## src/rtl/pong_game_ctrl.sv

```systemverilog
// pong_game_ctrl: game-flow sequencer for the Pong ball engine (attract, serve, play, miss, over)
// Inputs : clk, reset_in (sync, active-high), frame_start (frame tick pulse),
//          start_btn (debounced level), paddle_hit / ball_miss (event pulses)
// Outputs: ball_load (recentre pulse), ball_run (motion enable), ball_speed,
//          score, lives, game_over, win, state (debug code); all registered
module pong_game_ctrl #(
    parameter int SERVE_FRAMES = 60,
    parameter int MISS_FRAMES  = 90,
    parameter int WIN_SCORE    = 9,
    parameter int LIVES        = 3,
    parameter int SPEEDUP_HITS = 4,
    parameter int MAX_SPEED    = 7
) (
    input  logic       clk,
    input  logic       reset_in,
    input  logic       frame_start,
    input  logic       start_btn,
    input  logic       paddle_hit,
    input  logic       ball_miss,
    output logic       ball_load,
    output logic       ball_run,
    output logic [2:0] ball_speed,
    output logic [3:0] score,
    output logic [1:0] lives,
    output logic       game_over,
    output logic       win,
    output logic [2:0] state
);
    typedef enum logic [2:0] {
        ATTRACT = 3'd0,
        SERVE   = 3'd1,
        PLAY    = 3'd2,
        MISS    = 3'd3,
        OVER    = 3'd4
    } state_t;

    state_t     state_q;
    logic       start_q;
    logic [7:0] frame_q;
    logic [3:0] hits_q;
    logic       load_q;
    logic       run_q;
    logic [2:0] speed_q;
    logic [3:0] score_q;
    logic [1:0] lives_q;
    logic       over_q;
    logic       win_q;

    logic start_edge;
    assign start_edge = start_btn & ~start_q;

    // ball_run/ball_load/game_over are set on the transition itself so the
    // registered value lines up with the first cycle of the new state.
    always_ff @(posedge clk) begin
        start_q <= start_btn;
        load_q  <= 1'b0;
        if (reset_in) begin
            state_q <= ATTRACT;
            start_q <= 1'b1;
            frame_q <= 8'd0;
            hits_q  <= 4'd0;
            run_q   <= 1'b0;
            speed_q <= 3'd1;
            score_q <= 4'd0;
            lives_q <= 2'(LIVES);
            over_q  <= 1'b0;
            win_q   <= 1'b0;
        end else begin
            case (state_q)
                ATTRACT, OVER: begin
                    if (start_edge) begin
                        state_q <= SERVE;
                        load_q  <= 1'b1;
                        frame_q <= 8'(SERVE_FRAMES);
                        hits_q  <= 4'd0;
                        speed_q <= 3'd1;
                        score_q <= 4'd0;
                        lives_q <= 2'(LIVES);
                        over_q  <= 1'b0;
                        win_q   <= 1'b0;
                    end
                end
                SERVE: begin
                    if (frame_start) begin
                        frame_q <= frame_q - 8'd1;
                        if (frame_q == 8'd1) begin
                            state_q <= PLAY;
                            run_q   <= 1'b1;
                        end
                    end
                end
                PLAY: begin
                    // a miss in the same cycle as a hit takes priority
                    if (ball_miss) begin
                        run_q <= 1'b0;
                        if (lives_q == 2'd1) begin
                            state_q <= OVER;
                            lives_q <= 2'd0;
                            win_q   <= 1'b0;
                            over_q  <= 1'b1;
                        end else begin
                            state_q <= MISS;
                            lives_q <= lives_q - 2'd1;
                            frame_q <= 8'(MISS_FRAMES);
                        end
                    end else if (paddle_hit) begin
                        if (score_q + 4'd1 == 4'(WIN_SCORE)) begin
                            state_q <= OVER;
                            score_q <= 4'(WIN_SCORE);
                            win_q   <= 1'b1;
                            over_q  <= 1'b1;
                            run_q   <= 1'b0;
                        end else begin
                            score_q <= score_q + 4'd1;
                        end
                        if (hits_q + 4'd1 == 4'(SPEEDUP_HITS)) begin
                            hits_q  <= 4'd0;
                            speed_q <= (speed_q == 3'(MAX_SPEED)) ? speed_q : speed_q + 3'd1;
                        end else begin
                            hits_q <= hits_q + 4'd1;
                        end
                    end
                end
                MISS: begin
                    if (frame_start) begin
                        frame_q <= frame_q - 8'd1;
                        if (frame_q == 8'd1) begin
                            state_q <= SERVE;
                            load_q  <= 1'b1;
                            frame_q <= 8'(SERVE_FRAMES);
                            speed_q <= 3'd1;
                            hits_q  <= 4'd0;
                        end
                    end
                end
                default: state_q <= ATTRACT;
            endcase
        end
    end

    assign ball_load  = load_q;
    assign ball_run   = run_q;
    assign ball_speed = speed_q;
    assign score      = score_q;
    assign lives      = lives_q;
    assign game_over  = over_q;
    assign win        = win_q;
    assign state      = state_q;
endmodule

```

## config.mk

```make
export PLATFORM = sky130hd
export DESIGN_NAME = pong_game_ctrl
export DESIGN_NICKNAME = d
export VERILOG_FILES = /design/src/rtl/pong_game_ctrl.sv
export SDC_FILE = /design/constraint.sdc
export NUM_CORES = 1
export LEC_CHECK = 0
export CORE_AREA = 2 2 78 58
export CTS_BUF_LIST = sky130_fd_sc_hd__clkbuf_4 sky130_fd_sc_hd__clkbuf_8
export DETAILED_ROUTE_END_ITERATION = 8
export DIE_AREA = 0 0 80 60
export GPL_TIMING_DRIVEN = 1
export PLACE_DENSITY = 0.71
export SETUP_SLACK_MARGIN = 0.2
export SLEW_MARGIN = 10
export SYNTH_ARGS = -nofsm -noshare
export SYNTH_HDL_FRONTEND = slang
export SYNTH_SLANG_ARGS = --single-unit
```

## constraint.sdc

```tcl
create_clock -name clk -period 4.77 [get_ports clk]
set_clock_uncertainty 0.15 [all_clocks]
set_input_delay 0.477 -clock clk [delete_from_list [all_inputs] [get_ports clk]]
set_output_delay 0.477 -clock clk [all_outputs]
set_load 0.005 [all_outputs]
```

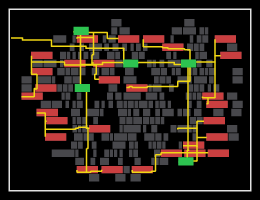
*Clock wires, drivers and flops, run 1*
Scale: 3 px per µm.
Key: green = clock drivers [count 5]; yellow = clock wires [length 443 µm]; red = flip-flops [count 29]
Position of the flops: spread over the die.

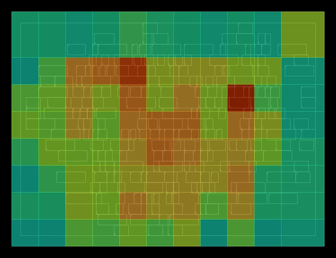
*Routing congestion map, run 1*
Wirelength per Cell: 14.05 µm
met1 GRT Util: 29.48%

==> GITHUB_STEP_SUMMARY, run 1 <==
## Implementation flow summary

| Metric | Value |
|---|---|
| Peak supply drop | 153.6 µV |
| Fin nets | 260 |
| WP data arrival | 2.25 ns |
| Top cell area share | 32.79% |
| Vias/cell | 5.658 |
| Worst-path cell chain | inv_1 -> nor3_1 -> nand2_1 -> and3_1 -> o21ai_0 |
| Die Span Y | 60 µm |
| Hold Path End | frame_q[7]$_SDFFE_PP0P_ |
| Number of global-route vias before repair | 1516 |
| M1 WL | 2.238 mm |
| Synthesized flop and latch total | 29 |
| 1st-iter DRT viols | 235 |
| Routability cong. | 0.8764 |
| Synth Area in Compound Gates | 25.94% |
| Period utilization | 46.07% |
| Vias | 1703 |
| Setup CP Type | reg -> reg |
| Clock Pin Slew Worst Setup and Hold Paths | 0.07 ns |
| Hold Crit Class | reg -> reg |
| CP endpoint kind | flip-flop |
| Seq share, synth | 32.79% |
| Worst r2r dst | lives[1]$_SDFFE_PP1P_ |
| Top logic family | simple AND/OR/NAND/NOR gates |
| Xor/xnor share | 0% |
| # setup viols final | 0 |
| CTS Buffer Depth | 2 |
| Rel. slew slack | 36.92% |
| Hpwl dp | 3.087 mm |
| Cells on Worst Hold Path | 1 |
| R2R cell count | 5 |
| Min cycle time layout | 2.198 ns |
| Sum of negative setup slack | 0 ns |
| CP delay by family, top | simple AND/OR/NAND/NOR gates |
| Power Total | 0.8229 mW |
| Status | completed |
| Largest net degree at the start of global routing | 26 |
| Cell Rows | 20 |
| Met2 WL | 1.614 mm |
| CTS tree | built |
| Drt pass-1 iters | 4 |
| R2r setup slk | 2.57 ns |
| Adders+Majority by Area | 6.360% |
| Mapped Avg Cell Area | 7.869 µm² |
| Final hold violation count | 0 |
| Late-Pin Clk Latency | 0.29 ns |
| Placed Instances | 293 |
| TritonCTS Buffers | 5 |
| DR top layer | met4 |
| Max Slew Vio Count | 0 |
| Static leakage | 0.7837 nW |
| Post-route antenna net violation count | 0 |
| CTS sink cnt | 29 |
| Floorplan utilization | 43.14% |
| HP Start | frame_q[7]$_SDFFE_PP0P_ |
| Mux share | 0.6360% |
| Die W | 80 µm |
| Boundary Pins | 22 |
| CTS resizes | 0 |
| Critical path depth in cells | 5 |
| Drt total wl | 4.229 mm |
| Post-synth top area cell | dfxtp_1 |
| Initial antenna violation count | 0 |
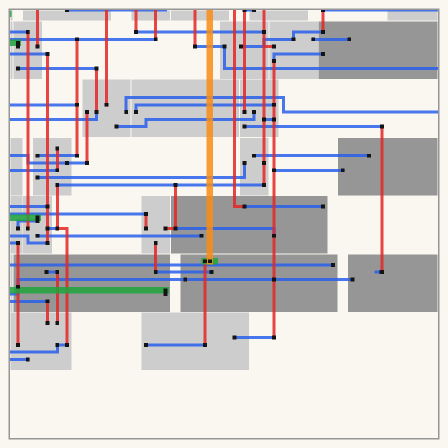
*A small window of the routed layout, run 1*
Window x 50 to 70, y 5 to 25 µm. Cells in gray, sequential cells in the stronger gray; small squares are vias.
Key: red = metal 2; orange = metal 4; green = metal 3; blue = metal 1
18 logic cells have their middle in the window. Sequential cells in the window: 6. Netlist names of flops here include frame_q (2). Most frequent: dfxtp_1 (6), nor2_1 (4), clkbuf_8 (2).

## run 1: sequential cells by signal (all words and copies together) (netlist names), 2 cells and up
name        flops
score           4
frame_q         8
ball_speed      3
state           3
hits_q          4
lives           2
## run 1: stage by stage
step	setup WS (ns)	hold WS, ns	utilization, %
after detailed placement	2.307	0.3244	48.90
after global routing	2.351	0.3581	51.37
after CTS	2.613	0.3376	51.37
after global placement	2.327	0.3288	48.90
after floorplan	3.049	0.2994	-
final	2.572	0.3430	51.37
## run 1: layer usage
metal	vias to the layer above	GRT usage, %
li1	855	-
met1	779	29.48
met2	64	26.55
met3	5	4.985
met4	0	6.538
met5	-	0
## run 1: placed cells by master (no fill, tap or decap), drive strengths merged, types with 2 or more instances in the layout
master and instances:
o31a 2, o21ai 13, clkdlybuf4s50 21, a311oi 3, a21oi 26, dfxtp 29
clkbuf 7, ha 9, and3 4, nor2 19, nor3 15, nand3 6
nand4 3, a41oi 2, a21boi 4, a31oi 4, nand2b 6, nor2b 7
nor4 3, inv 16, or3 3, or2 2, a22oi 2, o31ai 2
nand2 17, o21a 4
## run 1: how the worst max path moves through the flow
stage                           from                    endpoint  slack [ns]
3_5_place_dp                reset_in       state[2]$_SDFFE_PP0P_        2.31
3_3_place_gp               ball_miss  ball_speed[1]$_SDFFE_PP0P_        2.33
2_1_floorplan  state[0]$_SDFFE_PP0P_       state[2]$_SDFFE_PP0P_        3.05
6_report       state[1]$_SDFFE_PP0P_       lives[1]$_SDFFE_PP1P_        2.57
5_1_grt        state[1]$_SDFFE_PP0P_  ball_speed[1]$_SDFFE_PP0P_        2.35
4_1_cts        state[1]$_SDFFE_PP0P_  ball_speed[1]$_SDFFE_PP0P_        2.61
## run 1: logic make-up (layout without fill, tap and decap cells)
family          count (synthesis)  in the layout
fa+ha+maj                       9              9
mux                             1              1
buf+inv                        24             45
compound gates                 69             69
simple gates                   93             93
flops                          29             29
## run 1: worst reg2reg max path, cell delays in order (launching register included)
cell,delay (ns)
dfxtp_1,0.55
inv_1,0.15
nor3_1,0.67
nand2_1,0.18
and3_1,0.22
o21ai_0,0.18
## run 1: power breakdown
part | internal [mW] | leakage, nW | switching, mW | total [mW]
logic | 0.112 | 0.494 | 0.164 | 0.276
clock network | 0.130 | 0.0542 | 0.0973 | 0.228
registers | 0.270 | 0.235 | 0.0501 | 0.320
## run 1: cells in the mapped netlist (2+ instances only)
cell type / number
or3_1: 3
clkbuf_1: 5
inv_1: 16
nand2_1: 16
o21ai_0: 12
o31a_1: 2
o31ai_1: 2
or2_2: 2
nand2b_1: 6
nand4_1: 3
nor2_1: 18
dfxtp_1: 29
ha_1: 9
a21oi_1: 25
nor3_1: 15
a31oi_1: 4
a311oi_1: 3
nand3_1: 6
a21boi_0: 4
nor4_1: 2
o21a_1: 4
and3_1: 4
nor2b_1: 7
## run 1: cell type report
type | instances | area (µm²)
multi-input cells | 172 | 1087
flip-flops and latches | 29 | 580.6
clock buffers | 7 | 96.34
repair buffers | 21 | 210.2
fillers | 411 | 1996
well taps | 55 | 68.82
inverters | 16 | 60.06
clock inverters | 1 | 5.005
--- run 2 (diff from run 1) ---
--- a/config.mk
+++ b/config.mk
@@ -10,7 +10,7 @@
 export DETAILED_ROUTE_END_ITERATION = 8
 export DIE_AREA = 0 0 80 60
 export GPL_TIMING_DRIVEN = 1
-export PLACE_DENSITY = 0.71
+export PLACE_DENSITY = 0.73
 export SETUP_SLACK_MARGIN = 0.2
 export SLEW_MARGIN = 10
 export SYNTH_ARGS = -nofsm -noshare
==> constraint.sdc (replaced) <==
create_clock -name clk -period 1.83 [get_ports clk]
set_clock_uncertainty 0.15 [all_clocks]
set_input_delay 0.183 -clock clk [delete_from_list [all_inputs] [get_ports clk]]
set_output_delay 0.183 -clock clk [all_outputs]
set_load 0.005 [all_outputs]
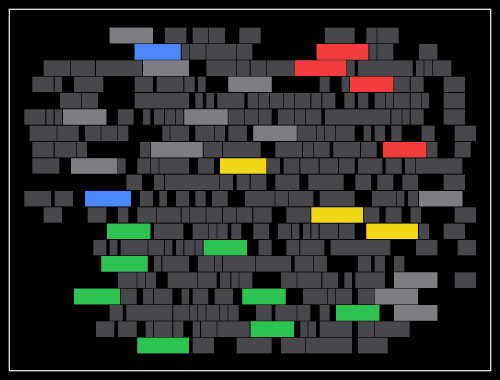
*Sequential cells colored by netlist name, run 2*
Scale: 6 px per µm. Other sequential cells in the stronger gray, the rest of the logic in the fainter gray.
Key: red = score [placed flops 4, where upper right]; yellow = state [placed flops 3]; green = frame_q [placed flops 8]; blue = lives [placed flops 2]
Another 12 sequential cells are not colored.

==> GITHUB_STEP_SUMMARY, run 2 <==
## Implementation flow summary

| Metric | Value |
|---|---|
| Cells on Worst Hold Path | 2 (+1) |
| Power Total | 2.791 mW (+240%) |
| Synthesized flop and latch total | 29 (unchanged) |
| Initial antenna violation count | 0 (unchanged) |
| Hold Crit Class | reg -> reg |
| Area Growth Syn to Fin | 57.39% |
| Total die size | 4800 µm² |
| Rel. slew slack | 58.82% (+22 points) |
| Post-route antenna net violation count | 0 (unchanged) |
| CTS sink cnt | 29 (unchanged) |
| Die Span Y | 60 µm (unchanged) |
| Most numerous logic cell after layout | buf_4 |
| R2r startpoint | frame_q[4]$_SDFFE_PP0P_ |
| Core Box Area | 4104 µm² |
| WP buf/inv | 0 |
| Drt total wl | 5.358 mm (+27%) |
| Wirelength per Cell | 15.58 µm (+11%) |
| Period utilization | 94.72% (+49 points) |
| GRT overflow | 0 |
| CP peak stage delay | 0.37 ns |
| Setup crit start kind | flip-flop |
| Worst-path cell chain | nor4_4 -> a41oi_2 -> a21oi_2 -> nand2_2 -> a31o_4 |
| R2r setup slk | 0.1 ns (-2.48 ns) |
| CP endpoint kind | flip-flop |
| Post-synth area hogs | dfxtp_1 33%, a21oi_1 7.1%, ha_1 6.4%, nor3_1 4.2%, nor2_1 3.8% |
| Seq share, synth | 32.79% (unchanged) |
| Floorplan utilization | 43.14% (unchanged) |
| Asr flop ratio synth | 0% |
| Max Cap Viol | 0 |
| Max reg flops | 8 (unchanged) |
| H-tree lvl count | 2 |
| Slew @ Worst Pin | 0.6130 ns |
| Final setup margin | 0.09656 ns (-2.476 ns) |
| Commonest non-fill, non-tap cells in the layout | 38 x buf_4, 17 x a21oi_1, 17 x clkdlybuf4s50_1, 16 x nand2_1, 16 x dfxtp_1 |
| Largest net degree at the start of global routing | 11 (-58%) |
| Boundary Pins | 22 (unchanged) |
| Top cell area share | 32.79% (unchanged) |
| Routability cong. | 0.9034 (+3.1%) |
| CTS Buffer Depth | 2 (unchanged) |
| Number of antenna diodes | 0 |
| WP data arrival | 1.77 ns (-0.48 ns) |
| Number of enable flip-flop cells | 0 |
| TritonCTS Buffers | 5 (unchanged) |
| CTS tree | built |
| Hold Path End | win$_SDFFE_PP0P_ |
| Clock Pin Slew Worst Setup and Hold Paths | 0.07 ns (about the same) |
| DP Worst Slack | -0.1521 ns (-2.459 ns) |
| Mapped cell area | 1770 µm² |
| Final hold violation count | 0 (unchanged) |
| Mapped Avg Cell Area | 7.869 µm² (unchanged) |
| Drt pass-1 iters | 4 (unchanged) |
| Placed instance area | 2298 µm² |
| Max Slew Vio Count | 0 (unchanged) |
| CP delay by family, top | AND-OR/OR-AND gates |
| Fmax achieved | 576.9 MHz |
| Synth top cells by count | 29 x dfxtp_1, 25 x a21oi_1, 18 x nor2_1 |
| Tool warnings | 32 |
| # setup viols final | 0 (unchanged) |
| Status | completed |
| Cell Rows | 20 (unchanged) |
| Post-synth top area cell | dfxtp_1 |
| First-pass GRT wire length | 8.583 mm |
| CTS Hold Bufs | 0 |
| Post-layout instance area | 2786 µm² |
| Synth top cell by count | dfxtp_1 |
| Number of global-route vias before repair | 1806 (+19%) |
| Layout cell share with drive strength beyond 1 | 42.21% |
| HP Start | win$_SDFFE_PP0P_ |
| Hpwl dp | 3.511 mm (+14%) |
| Port bufs | 21 |
| Setup CP Type | reg -> reg |
| Pwr dens | 1002 nW/µm² |
| Netlist cell types | 51 |
| Largest Register | frame_q |
| Vias | 1929 (+13%) |
| R2R cell count | 5 (unchanged) |
| Late-Pin Clk Latency | 0.29 ns (about the same) |
| 1st-iter DRT viols | 90 (-62%) |
| Fin nets | 303 (+17%) |
| Total Routing Usage GR | 23.49% |
| Ys cells | 225 |
| Worst r2r dst | state[2]$_SDFFE_PP0P_ |
| RSZ-0062 raised after global routing | yes |
| Synthesis warning total | 0 |
| Static leakage | 1.073 nW (+37%) |
| Die W | 80 µm (unchanged) |
| Synthesis area per yosys | 1770 µm² |
| Vias/cell | 5.608 (-0.89%) |
| Final Core Density | 67.90% (+17 points) |
| Min cycle time layout | 1.733 ns (-0.4641 ns) |
| Floorplan net count | 240 |
| Peak supply drop | 670.0 µV (+340%) |
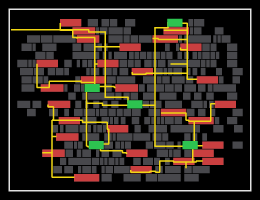
*Clock wires, drivers and flops, run 2*
Scale: 3 px per µm.
Key: yellow = clock wires [length 469 µm]; green = clock drivers [count 5]; red = flip-flops [count 29]
Position of the flops: spread over the die.

## run 2: cell families after synthesis
kind of cell               synth area share, %
and+or+nand+nor                          28.48
adders and majority gates                6.361
muxes                                   0.6360
AOI/OAI and AO/OA                        25.94
buffers and inverters                    5.795
DFF                                      32.79
## run 2: routing by layer
layer  GRT usage, %  wire, µm  up-vias
met3          4.985       339        9
li1               -         -      950
met4          8.959       120        0
met2          36.31      2392       70
met1          32.35      2506      900
met5              0         0        -
## run 2: stage by stage
stage | hold WS, ns | setup TNS, ns | cells
6_report | 0.3612 | 0 | 344
5_1_grt | 0.3822 | -0.05616 | 344
4_1_cts | 0.3398 | 0 | 339
3_5_place_dp | 0.3257 | -0.6950 | 320
3_3_place_gp | 0.3293 | -0.2322 | 320
2_1_floorplan | 0.1396 | 0 | 225
## run 2: layout make-up
| type | count | area (µm²) |
|---|---|---|
| timing repair buffer | 64 | 554.3 |
| multi-input combinational | 172 | 1371 |
| fill | 314 | 1318 |
| inverter | 16 | 60.06 |
| clock inverter | 1 | 30.03 |
| sequential | 29 | 611.8 |
| clock buffer | 7 | 90.09 |
| tap | 55 | 68.82 |
## run 2: worst max-delay path by stage
stage,startpoint,to,slack [ns],depth (start not counted)
final,frame_q[4]$_SDFFE_PP0P_,state[2]$_SDFFE_PP0P_,0.1,5
after detailed placement,paddle_hit,ball_speed[2]$_SDFFE_PP0P_,-0.15,6
after global routing,frame_q[4]$_SDFFE_PP0P_,ball_speed[2]$_SDFFE_PP0P_,-0.03,5
after global placement,paddle_hit,ball_speed[2]$_SDFFE_PP0P_,-0.07,6
after floorplan,state[1]$_SDFFE_PP0P_,state[2]$_SDFFE_PP0P_,0.17,6
after CTS,frame_q[4]$_SDFFE_PP0P_,ball_speed[2]$_SDFFE_PP0P_,0.09,5
## run 2: power breakdown
group,switching [mW],internal [mW]
combinational,0.656,0.595
sequential,0.107,0.714
clock,0.260,0.458
total,1.02,1.77
## run 2: repair_timing
item	4_1_cts	5_1_grt
resized	43	32
endpoints found under the hold margin	0	0
endpoints found under the setup margin	29	28
setup buffers	11	5
pin swaps	26	22
## run 2: worst reg2reg max path, delay by kind of cell (launching register included)
kind               cells  cell delay [ns]
DFF                    1             0.35
and+or+nand+nor        2             0.48
AOI/OAI and AO/OA      3             0.65
--- run 3 (diff from run 2) ---
--- a/config.mk
+++ b/config.mk
@@ -5,10 +5,12 @@
 export SDC_FILE = /design/constraint.sdc
 export NUM_CORES = 1
 export LEC_CHECK = 0
+export CAP_MARGIN = 40
 export CORE_AREA = 2 2 78 58
 export CTS_BUF_LIST = sky130_fd_sc_hd__clkbuf_4 sky130_fd_sc_hd__clkbuf_8
 export DETAILED_ROUTE_END_ITERATION = 8
 export DIE_AREA = 0 0 80 60
+export GPL_ROUTABILITY_DRIVEN = 0
 export GPL_TIMING_DRIVEN = 1
 export PLACE_DENSITY = 0.73
 export SETUP_SLACK_MARGIN = 0.2
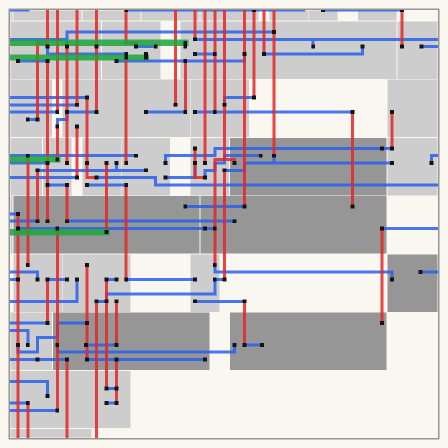
*A small window of the routed layout, run 3*
Window x 50 to 70, y 5 to 25 µm. Cells in gray, sequential cells in the stronger gray; small squares are vias.
Key: green = metal 3; blue = metal 1; red = metal 2
Netlist names of flops here include state (2). Most frequent: dfxtp_1 (3). 23 logic cells have their middle in the window. Sequential cells in the window: 5.

==> GITHUB_STEP_SUMMARY, run 3 <==
## Implementation flow summary

| Metric | Value |
|---|---|
| Pwr dens | 953.2 nW/µm² (-4.8%) |
| Hold Crit Class | reg -> reg |
| Netlist cell types | 51 (unchanged) |
| Largest Register | frame_q |
| Post-synth area hogs | dfxtp_1 33%, a21oi_1 7.1%, ha_1 6.4%, nor3_1 4.2%, nor2_1 3.8% |
| Setup crit start kind | flip-flop |
| Floorplan net count | 240 (unchanged) |
| WP data arrival | 1.82 ns (+0.05 ns) |
| CTS Buffer Depth | 2 (unchanged) |
| CP peak stage delay | 0.36 ns (about the same) |
| Drt total wl | 5.182 mm (-3.3%) |
| Slew @ Worst Pin | 0.5711 ns (-0.04187 ns) |
| Fmax achieved | 556.1 MHz (-3.6%) |
| Synth top cell by count | dfxtp_1 |
| Wirelength per Cell | 15.42 µm (-0.98%) |
| CP endpoint kind | flip-flop |
| Vias/cell | 5.679 (+1.3%) |
| Area Growth Syn to Fin | 53.00% |
| First-pass GRT wire length | 8.183 mm (-4.7%) |
| Clock root buffer | clkbuf_8 |
| Synthesis area per yosys | 1770 µm² (unchanged) |
| GRT overflow | 0 (unchanged) |
| Synthesis warning total | 0 (unchanged) |
| Ys cells | 225 (unchanged) |
| Initial antenna violation count | 0 (unchanged) |
| Tool warnings | 32 (unchanged) |
| Number of global-route vias before repair | 1754 (-2.9%) |
| Synth top cells by count | 29 x dfxtp_1, 25 x a21oi_1, 18 x nor2_1 |
| Max reg flops | 8 (unchanged) |
| Peak supply drop | 527.9 µV (-21%) |
| Rel. slew slack | 61.63% (+2.8 points) |
| Late-Pin Clk Latency | 0.28 ns (about the same) |
| Largest net degree at the start of global routing | 16 (+5) |
| CP max stage cell | dfxtp_4 |
| Sum of negative setup slack | 0 ns (unchanged) |
| Hpwl dp | 3.469 mm (-1.2%) |
| CTS sink cnt | 29 (unchanged) |
| Setup CP Type | reg -> reg |
| H-tree lvl count | 2 (unchanged) |
| Final setup margin | 0.03169 ns (-0.06487 ns) |
| Fin nets | 296 (-2.3%) |
| Total die size | 4800 µm² (unchanged) |
| Worst endpoint required time | 1.85 ns |
| Period utilization | 98.27% (+3.5 points) |
| RSZ-0062 raised after global routing | yes |
| TritonCTS Buffers | 5 (unchanged) |
| Comb area | 1378 µm² (+0.46%) |
| Post-route DRC | 0 |
| Post-route antenna net violation count | 0 (unchanged) |
| Die Span Y | 60 µm (unchanged) |
| WHS | 0.3510 ns (-0.01023 ns) |
| Static leakage | 1.035 nW (-3.6%) |
| Filler Cell Count | 328 (+4.5%) |
| Synthesized flop and latch total | 29 (unchanged) |
| CP max FO | 5 |
| Clock Pin Slew Worst Setup and Hold Paths | 0.06 ns (about the same) |
| 1st-iter DRT viols | 129 (+43%) |
| Top cell area share | 32.79% (unchanged) |
| Commonest non-fill, non-tap cells in the layout | 33 x buf_4, 19 x clkdlybuf4s50_1, 16 x nand2_1, 16 x a21oi_1 |
| Power Total | 2.582 mW (-7.5%) |
| Ys flop type | dfxtp_1 |
| Cell Rows | 20 (unchanged) |
| Placed instance area | 2276 µm² (-0.98%) |
| Total Routing Usage GR | 22.40% (-1.1 points) |
| Number of antenna diodes | 0 (unchanged) |
| Synthesized instance count | 225 |
| Seq share, synth | 32.79% (unchanged) |
| Drt pass-1 iters | 4 (unchanged) |
| Status | completed |
| WP buf/inv | 1 (+1) |
| Min cycle time layout | 1.798 ns (+0.06487 ns) |
| Core Box Area | 4104 µm² (unchanged) |
| Placed Instances | 317 (-0.94%) |
| Non-Filler Instances | 336 (-2.3%) |
| Asr flop ratio synth | 0% (unchanged) |
| Port bufs | 21 (unchanged) |
| CTS tree | built |
| # setup viols final | 0 (unchanged) |
| Max Slew Vio Count | 0 (unchanged) |
| Post-synth top area cell | dfxtp_1 |
| Number of enable flip-flop cells | 0 (unchanged) |
| Mapped cell area | 1770 µm² (unchanged) |
| CP delay by family, top | AND-OR/OR-AND gates |
| Die W | 80 µm (unchanged) |
| Most numerous logic cell after layout | buf_4 |
| Layout cell share with drive strength beyond 1 | 42.70% (+0.49 points) |
| Worst-path cell chain | nor4_4 -> buf_4 -> a41oi_2 -> a21oi_2 -> nand2_2 -> a31o_2 |
| Mapped Avg Cell Area | 7.869 µm² (unchanged) |
| Final hold violation count | 0 (unchanged) |
| Vias | 1908 (-1.1%) |
| Max Cap Viol | 0 (unchanged) |
| Boundary Pins | 22 (unchanged) |
| Post-layout instance area | 2709 µm² (-2.8%) |
| DP Worst Slack | -0.1355 ns (+0.01665 ns) |
| Floorplan utilization | 43.14% (unchanged) |
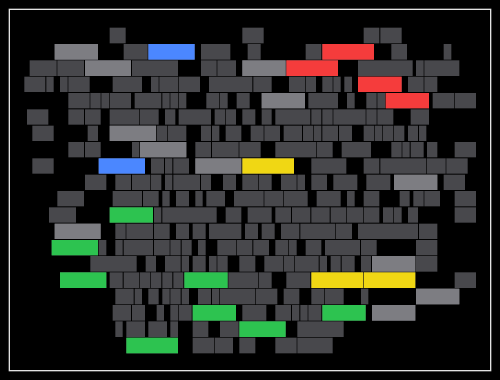
*Sequential cells colored by netlist name, run 3*
Scale: 6 px per µm. Other sequential cells in the stronger gray, the rest of the logic in the fainter gray.
Key: green = frame_q [placed flops 8]; blue = lives [placed flops 2]; red = score [placed flops 4, where upper right]; yellow = state [placed flops 3]
Another 12 sequential cells are not colored.
Final Core Density: 66.01%
register area: 615.6 µm²
sequential power: 0.831 mW
flop share of the area: 22.73%

run 3: area by class of cell:
| type | instances | area share [%] |
|---|---|---|
| Multi-Input combinational cell | 172 | 50.85 |
| Tap cell | 55 | 2.540 |
| Clock buffer | 7 | 3.326 |
| Timing Repair Buffer | 57 | 18.34 |
| Sequential cell | 29 | 22.73 |
| Inverter | 16 | 2.217 |
run 3: per-layer routing:
layer / wire length [µm] / track usage [%]
met1: 2443 / 31.67
met5: 0 / 0
met3: 367 / 5.438
met2: 2319 / 34.17
met4: 53 / 6.295
run 3: tightest hold or removal path, cell delays in order (launching register included):
cell	delay, ns
dfxtp_4	0.36
nand2_1	0.05
a21oi_1	0.05
run 3: path summary, 6_finish.rpt:
check | startpoint | endpoint | slack, ns | cells past startpoint
setup reg to reg | frame_q[4]$_SDFFE_PP0P_ | state[2]$_SDFFE_PP0P_ | 0.03 | 6
setup / recovery | frame_q[4]$_SDFFE_PP0P_ | state[2]$_SDFFE_PP0P_ | 0.03 | 6
hold reg to reg | score[1]$_SDFFE_PP0P_ | score[1]$_SDFFE_PP0P_ | 0.35 | 2
hold / removal | score[1]$_SDFFE_PP0P_ | score[1]$_SDFFE_PP0P_ | 0.35 | 2
run 3: power by group:
group	total [mW]	switching (mW)	leakage [nW]	internal, mW
registers	0.831	0.115	0.242	0.716
logic	1.20	0.628	0.745	0.568
clock network	0.555	0.242	0.0477	0.313
total	2.58	0.986	1.03	1.60
run 3: what timing repair did:
| item | 4_1_cts | 5_1_grt |
|---|---|---|
| buffers inserted | 6 | 6 |
| endpoints found under the setup margin | 25 | 32 |
| resized | 33 | 43 |
| hold buffers | 0 | 0 |
| pin swaps | 26 | 12 |
run 3: cells by family (layout without fill, tap and decap cells):
group,count (synthesis),in the layout,share of synthesized area (%)
adder cells (fa/ha/maj),9,9,6.361
buffers and inverters,24,80,5.795
AND/OR/NAND/NOR,93,93,28.48
flip-flops,29,29,32.79
multiplexers,1,1,0.6360
AND-OR/OR-AND,69,69,25.94
Power is estimated from default activity; no workload was simulated.
